`src/rtl/ws281x_decode.sv`:
```
// WS281x line receiver: measures high pulses, classifies bits, assembles pixels MSB-first, flags latch gaps.
// Optional WS281X_DECODE_FILTER_EN inserts a 3-sample majority glitch filter after the synchronizer.
module ws281x_decode #(
  parameter int SYNC_STAGES = 2,
  parameter int PIX_BITS    = 24
) (
  input  logic                clk_in,
  input  logic                rst_n_in,
  input  logic                code_in,
  input  logic [7:0]          thr_cnt_in,
  input  logic [15:0]         rst_cnt_in,
  output logic                bit_vld_out,
  output logic                bit_data_out,
  output logic                pix_vld_out,
  output logic [PIX_BITS-1:0] pix_data_out,
  output logic                frame_rst_out,
  output logic                err_out
);

  localparam logic [1:0] ST_IDLE = 2'd0;
  localparam logic [1:0] ST_HIGH = 2'd1;
  localparam logic [1:0] ST_LOW  = 2'd2;
  localparam logic [1:0] ST_ERR  = 2'd3;
  localparam int BCNT_W = $clog2(PIX_BITS);
  localparam logic [BCNT_W-1:0] BCNT_LAST = BCNT_W'(PIX_BITS - 1);

  logic [SYNC_STAGES-1:0] sync_r;
  logic                   line_s;
  logic                   line_d_r;
  logic                   rise_r;
  logic                   fall_r;
  logic [1:0]             state_r;
  logic [7:0]             hcnt_r;
  logic [15:0]            lcnt_r;
  logic [BCNT_W-1:0]      bcnt_r;
  logic [PIX_BITS-1:0]    sreg_r;
  logic                   bit_s;
  logic [PIX_BITS-1:0]    sreg_nx_s;
  logic                   gap_hit_s;

  function automatic logic maj3(input logic a, input logic b, input logic c);
    return (a & b) | (a & c) | (b & c);
  endfunction

  // Synchronizer chain for the asynchronous line
  always_ff @(posedge clk_in or negedge rst_n_in) begin
    if (!rst_n_in) begin
      sync_r <= '0;
    end else begin
      sync_r <= {sync_r[SYNC_STAGES-2:0], code_in};
    end
  end

`ifdef WS281X_DECODE_FILTER_EN
  logic [1:0] hist_r;
  logic       filt_r;

  // Majority vote over the last three synchronized samples
  always_ff @(posedge clk_in or negedge rst_n_in) begin
    if (!rst_n_in) begin
      hist_r <= 2'b00;
      filt_r <= 1'b0;
    end else begin
      hist_r <= {hist_r[0], sync_r[SYNC_STAGES-1]};
      filt_r <= maj3(sync_r[SYNC_STAGES-1], hist_r[0], hist_r[1]);
    end
  end

  assign line_s = filt_r;
`else
  assign line_s = sync_r[SYNC_STAGES-1];
`endif

  // Edge detection; edges are registered so line_d_r is the level aligned with them
  always_ff @(posedge clk_in or negedge rst_n_in) begin
    if (!rst_n_in) begin
      line_d_r <= 1'b0;
      rise_r   <= 1'b0;
      fall_r   <= 1'b0;
    end else begin
      line_d_r <= line_s;
      rise_r   <= line_s & ~line_d_r;
      fall_r   <= ~line_s & line_d_r;
    end
  end

  assign bit_s     = (hcnt_r >= thr_cnt_in);
  assign sreg_nx_s = {sreg_r[PIX_BITS-2:0], bit_s};
  assign gap_hit_s = (rst_cnt_in != 16'd0) && (lcnt_r == rst_cnt_in);

  // Pulse-measurement FSM with registered outputs
  always_ff @(posedge clk_in or negedge rst_n_in) begin
    if (!rst_n_in) begin
      state_r       <= ST_IDLE;
      hcnt_r        <= 8'd0;
      lcnt_r        <= 16'd0;
      bcnt_r        <= '0;
      sreg_r        <= '0;
      bit_vld_out   <= 1'b0;
      bit_data_out  <= 1'b0;
      pix_vld_out   <= 1'b0;
      pix_data_out  <= '0;
      frame_rst_out <= 1'b0;
      err_out       <= 1'b0;
    end else begin
      bit_vld_out   <= 1'b0;
      pix_vld_out   <= 1'b0;
      frame_rst_out <= 1'b0;
      err_out       <= 1'b0;
      case (state_r)
        ST_IDLE: begin
          hcnt_r <= 8'd0;
          lcnt_r <= 16'd0;
          if (rise_r) begin
            state_r <= ST_HIGH;
            hcnt_r  <= 8'd1;
          end
        end
        ST_HIGH: begin
          if (fall_r) begin
            state_r      <= ST_LOW;
            lcnt_r       <= 16'd1;
            bit_vld_out  <= 1'b1;
            bit_data_out <= bit_s;
            sreg_r       <= sreg_nx_s;
            if (bcnt_r == BCNT_LAST) begin
              pix_vld_out  <= 1'b1;
              pix_data_out <= sreg_nx_s;
              bcnt_r       <= '0;
            end else begin
              bcnt_r <= bcnt_r + BCNT_W'(1);
            end
          end else if (line_d_r) begin
            if (hcnt_r == 8'd254) begin
              hcnt_r  <= 8'd255;
              err_out <= 1'b1;
              sreg_r  <= '0;
              bcnt_r  <= '0;
              state_r <= ST_ERR;
            end else if (hcnt_r != 8'd255) begin
              hcnt_r <= hcnt_r + 8'd1;
            end
          end
        end
        ST_LOW: begin
          // A gap that completes on the same cycle as a rise still reports, then follows the rise
          if (gap_hit_s) begin
            frame_rst_out <= 1'b1;
            bcnt_r        <= '0;
            sreg_r        <= '0;
            lcnt_r        <= 16'd0;
            if (rise_r) begin
              state_r <= ST_HIGH;
              hcnt_r  <= 8'd1;
            end else begin
              state_r <= ST_IDLE;
            end
          end else if (rise_r) begin
            state_r <= ST_HIGH;
            hcnt_r  <= 8'd1;
            lcnt_r  <= 16'd0;
          end else if (lcnt_r != 16'hFFFF) begin
            lcnt_r <= lcnt_r + 16'd1;
          end
        end
        ST_ERR: begin
          if (fall_r) begin
            state_r <= ST_IDLE;
          end
        end
        default: begin
          state_r <= ST_IDLE;
        end
      endcase
    end
  end

endmodule

```
`config.mk`:
```
export PLATFORM = sky130hd
export DESIGN_NAME = ws281x_decode
export DESIGN_NICKNAME = d
export VERILOG_FILES = /design/src/rtl/ws281x_decode.sv
export SDC_FILE = /design/constraint.sdc
export NUM_CORES = 1
export LEC_CHECK = 0
export ABC_AREA = 1
export CORE_ASPECT_RATIO = 0.75
export CORE_MARGIN = 5
export CORE_UTILIZATION = 50
export DETAILED_ROUTE_END_ITERATION = 12
export GPL_TIMING_DRIVEN = 0
export MAX_ROUTING_LAYER = met4
export PLACE_DENSITY = 0.85
export SETUP_SLACK_MARGIN = 0.05
export SLEW_MARGIN = 20
export SYNTH_ARGS = -nofsm -noshare
export SYNTH_HDL_FRONTEND = slang
export SYNTH_SLANG_ARGS = --single-unit
```
`constraint.sdc`:
```
create_clock -name clk_in -period 1.8 [get_ports clk_in]
set_input_delay 0.36 -clock clk_in [delete_from_list [all_inputs] [get_ports clk_in]]
set_output_delay 0.36 -clock clk_in [all_outputs]
set_load 0.03 [all_outputs]
```
**Cell placement**

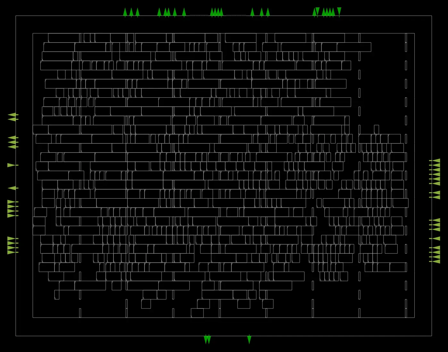
final core area utilization: 0.677
tap cell instance count: 132

**Close-up of the layout**

Region (82, 61) to (102, 81) um. Cells in grey, sequential cells in the stronger grey; small squares are vias.
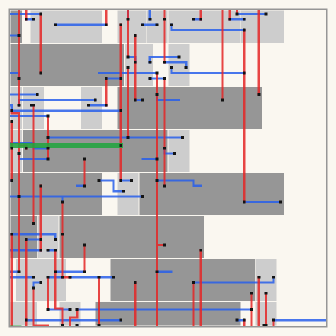
Key: blue = met1; green = met3; red = met2
Most frequent: dfrtp_1 (8), inv_1 (5), nand2_1 (4). Netlist names of flops here include lcnt_r (3), sreg_r (3), pix_data_out (2). 25 logic cells have their middle in the window. Sequential cells in the window: 8.

**Drive-strength map**

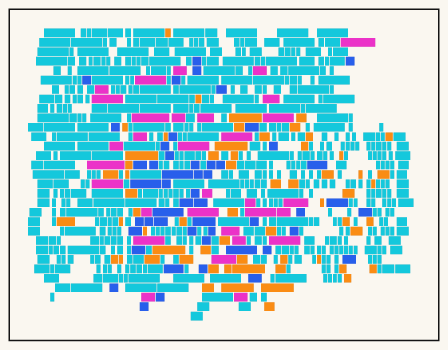
Key: blue = drive 3 to 4 [cells 50, share 7.0%]; magenta = drive 6 and up [cells 31, share 4.4%]; orange = drive 2 [cells 61, share 8.6%]; cyan = drive 1 or less [cells 568, share 80%]

==> run_results.csv <==
group,metric,value,unit
setup_path,timing.critical_path.slowest_cell_delay,410,ps
yosys,netlist_instances,611,
placement,io_buffers,55,
sta,worst_slew_pin_slew,498,ps
sta,finalClockSkew,8.23,ps
clock_tree,clk_pin_slew,60,ps
clock_tree,clk-insertion-delay-late,340,ps
yosys,ff_type,"sky130_fd_sc_hd__dfrtp_1",
placement,detailedPlace.worstSlack,-438,ps
sta,max_slew_margin,0.668,
sta,period_minus_slack,1890,ps
detailed_routing,routedWlPerCell,15.9,um
sta,slew_viol_final,0,
placement,dp.cells,799,
power,p_per_area,1140,nW/um2
sta,report.final.setup_viol,20,
detailed_routing,dr.pass1.iters,5,
cells_and_area,antennaDiodeCount,0,
yosys,synth.top_cells.by_area,"sky130_fd_sc_hd__dfrtp_1 (46%), sky130_fd_sc_hd__nand2_1 (12%), sky130_fd_sc_hd__inv_1 (6.8%), sky130_fd_sc_hd__nor2_1 (4.7%), sky130_fd_sc_hd__ha_1 (4.2%)",
sta,fmax,0.529,GHz
clock_tree,cts.root.buffer_cell,"sky130_fd_sc_hd__clkbuf_16",
placement,gp_congestion,0.994,
setup_path,end_kind,"register",
power,part_of_the_total_power_dissipated_in_the_clock_network,0.281,
power,pwr.group.combinational,3.12,mW
global_routing,antenna_found_initial,0,
floorplan,dieHeight,95.0,um
global_routing,first_pass_grt_wire_length,21.4,mm
yosys,ys_seq_share,0.457,
yosys,synth_area_per_cell,7.88,um2
power,comb_power_share,0.424,
floorplan,chip_area,11700,um2
sta,rsz_0062_raised_after_global_routing,"true",
setup_path,worst-endpoint-arrival,2110,ps
sta,holdWs,-13.7,ps
cells_and_area,layout_top_cell_excl_fill_tap,"sky130_fd_sc_hd__nand2_1",
power,portion_of_total_power_attributed_to_sequential_cells,0.296,
cells_and_area,instances_no_fill,842,
placement,post-dp-hpwl,8.51,mm
yosys,yosys_register_bits,88,
sta,worst_slack,-90.4,ps
setup_path,cpMostUsedCell,"sky130_fd_sc_hd__buf_4",
clock_tree,cts_buffers,9,
floorplan,core_util_floorplan,0.505,
clock_tree,clkSinkCount,88,
yosys,enable_flop_cells,0,
sta,final.setup.tns,-951,ps
floorplan,pin_count,56,
yosys,async_set_or_reset_flop_fraction_in_the_synthesized_netlist,1.00,
yosys,synth.cell_area,4820,um2
global_routing,number_of_global_route_vias_before_repair,4594,
sta,fin_hold_viols,9,
status,run_status,"complete, but fails checks",
status,violations,"hold timing, setup timing",
power,power-top-group,"combinational logic",
yosys,synth_nets,654,
sta,layout_worst_path_cycle_share,1.05,
global_routing,grt_max_degree,52,
floorplan,floorplan.rows,31,
power,clockNetworkPower,2.06,mW
detailed_routing,via_per_inst,5.47,
setup_path,worst-setup-path-type,"register to register",
cells_and_area,layout-drive-gt1-share,0.200,
-- worst max-delay path, delay by kind of cell, from the launching register on --
family | cells | cell delay [ps]
simple gates | 3 | 250
compound gates | 2 | 290
flops | 1 | 410
buf+inv | 5 | 650
fa+ha+maj | 1 | 180
-- state kept, by name, summed over array words and instances (netlist names) --
name / cells
bcnt_r: 5
bit_data_out: 1
bit_vld_out: 1
err_out: 1
fall_r: 1
frame_rst_out: 1
hcnt_r: 8
lcnt_r: 16
line_d_r: 1
pix_data_out: 24
pix_vld_out: 1
rise_r: 1
sreg_r: 23
state_r: 2
sync_r: 2
-- worst paths after layout --
check | from | to | slack, ps | depth (start not counted)
max reg2reg | state_r[0] | lcnt_r[8] | -90 | 11
min reg2reg | sync_r[0] | sync_r[1] | 360 | 0
min | rst_n_in | pix_data_out[15] | -10 | 1
max in group asynchronous | rst_n_in | hcnt_r[0] | 1180 | 2
min in group clk_in | sync_r[0] | sync_r[1] | 360 | 0
max | state_r[0] | lcnt_r[8] | -90 | 11
-- cell type report --
class	instances	area, um2
Clock inverter	6	95.1
Tap cell	132	165
Sequential cell	88	2210
Multi-Input combinational cell	408	2330
Buffer	17	159
Inverter	95	370
Clock buffer	10	239
Timing Repair Buffer	86	897
Fill cell	726	3080
-- kinds of logic after synthesis --
group,after synthesis,synth area share
simple gates,286,0.256
buf+inv,115,0.103
compound gates,95,0.123
flops,88,0.457
fa+ha+maj,16,0.0416
xor+xnor,11,0.0200
-- what timing repair did --
action	4_1_cts	5_1_grt
setup endpoints to repair	77	97
resized	49	71
setup buffers	22	4
cloned	4	1
pin swaps	26	16
-- synthesized netlist by cell type (2+ instances only) --
cell	n
sky130_fd_sc_hd__o21ai_2	15
sky130_fd_sc_hd__nand4_1	21
sky130_fd_sc_hd__nand3_1	27
sky130_fd_sc_hd__a22o_1	2
sky130_fd_sc_hd__o21ai_0	37
sky130_fd_sc_hd__o31ai_1	4
sky130_fd_sc_hd__o22ai_1	21
sky130_fd_sc_hd__xor2_1	10
sky130_fd_sc_hd__nor2_1	60
sky130_fd_sc_hd__nand2_1	151
sky130_fd_sc_hd__clkbuf_1	9
sky130_fd_sc_hd__nand3_2	2
sky130_fd_sc_hd__buf_4	2
sky130_fd_sc_hd__nand2_2	3
sky130_fd_sc_hd__nor2_2	4
sky130_fd_sc_hd__a21oi_1	11
sky130_fd_sc_hd__inv_1	87
sky130_fd_sc_hd__dfrtp_1	88
sky130_fd_sc_hd__inv_2	7
sky130_fd_sc_hd__buf_6	5
sky130_fd_sc_hd__nor3_1	15
sky130_fd_sc_hd__ha_1	16
sky130_fd_sc_hd__nor2_4	2
-- metal layers --
layer | GRT usage | up-vias | wire [um]
met1 | 0.304 | 2233 | 5730
met5 | - | - | 0
met2 | 0.383 | 186 | 6580
met3 | 0.0413 | 24 | 850
li1 | - | 2159 | -
met4 | 0.0599 | 0 | 233
-- per-stage QoR --
step | power (mW) | cell area [um2]
finish | 7.36 | 6460
global route | 7.67 | 6460
CTS | 6.98 | 6230
detailed placement | 4.11 | 5560
global placement | 4.02 | 5540
floorplan | 3.58 | 4820
No activity file was given, so power comes from the tool's default toggle rates.
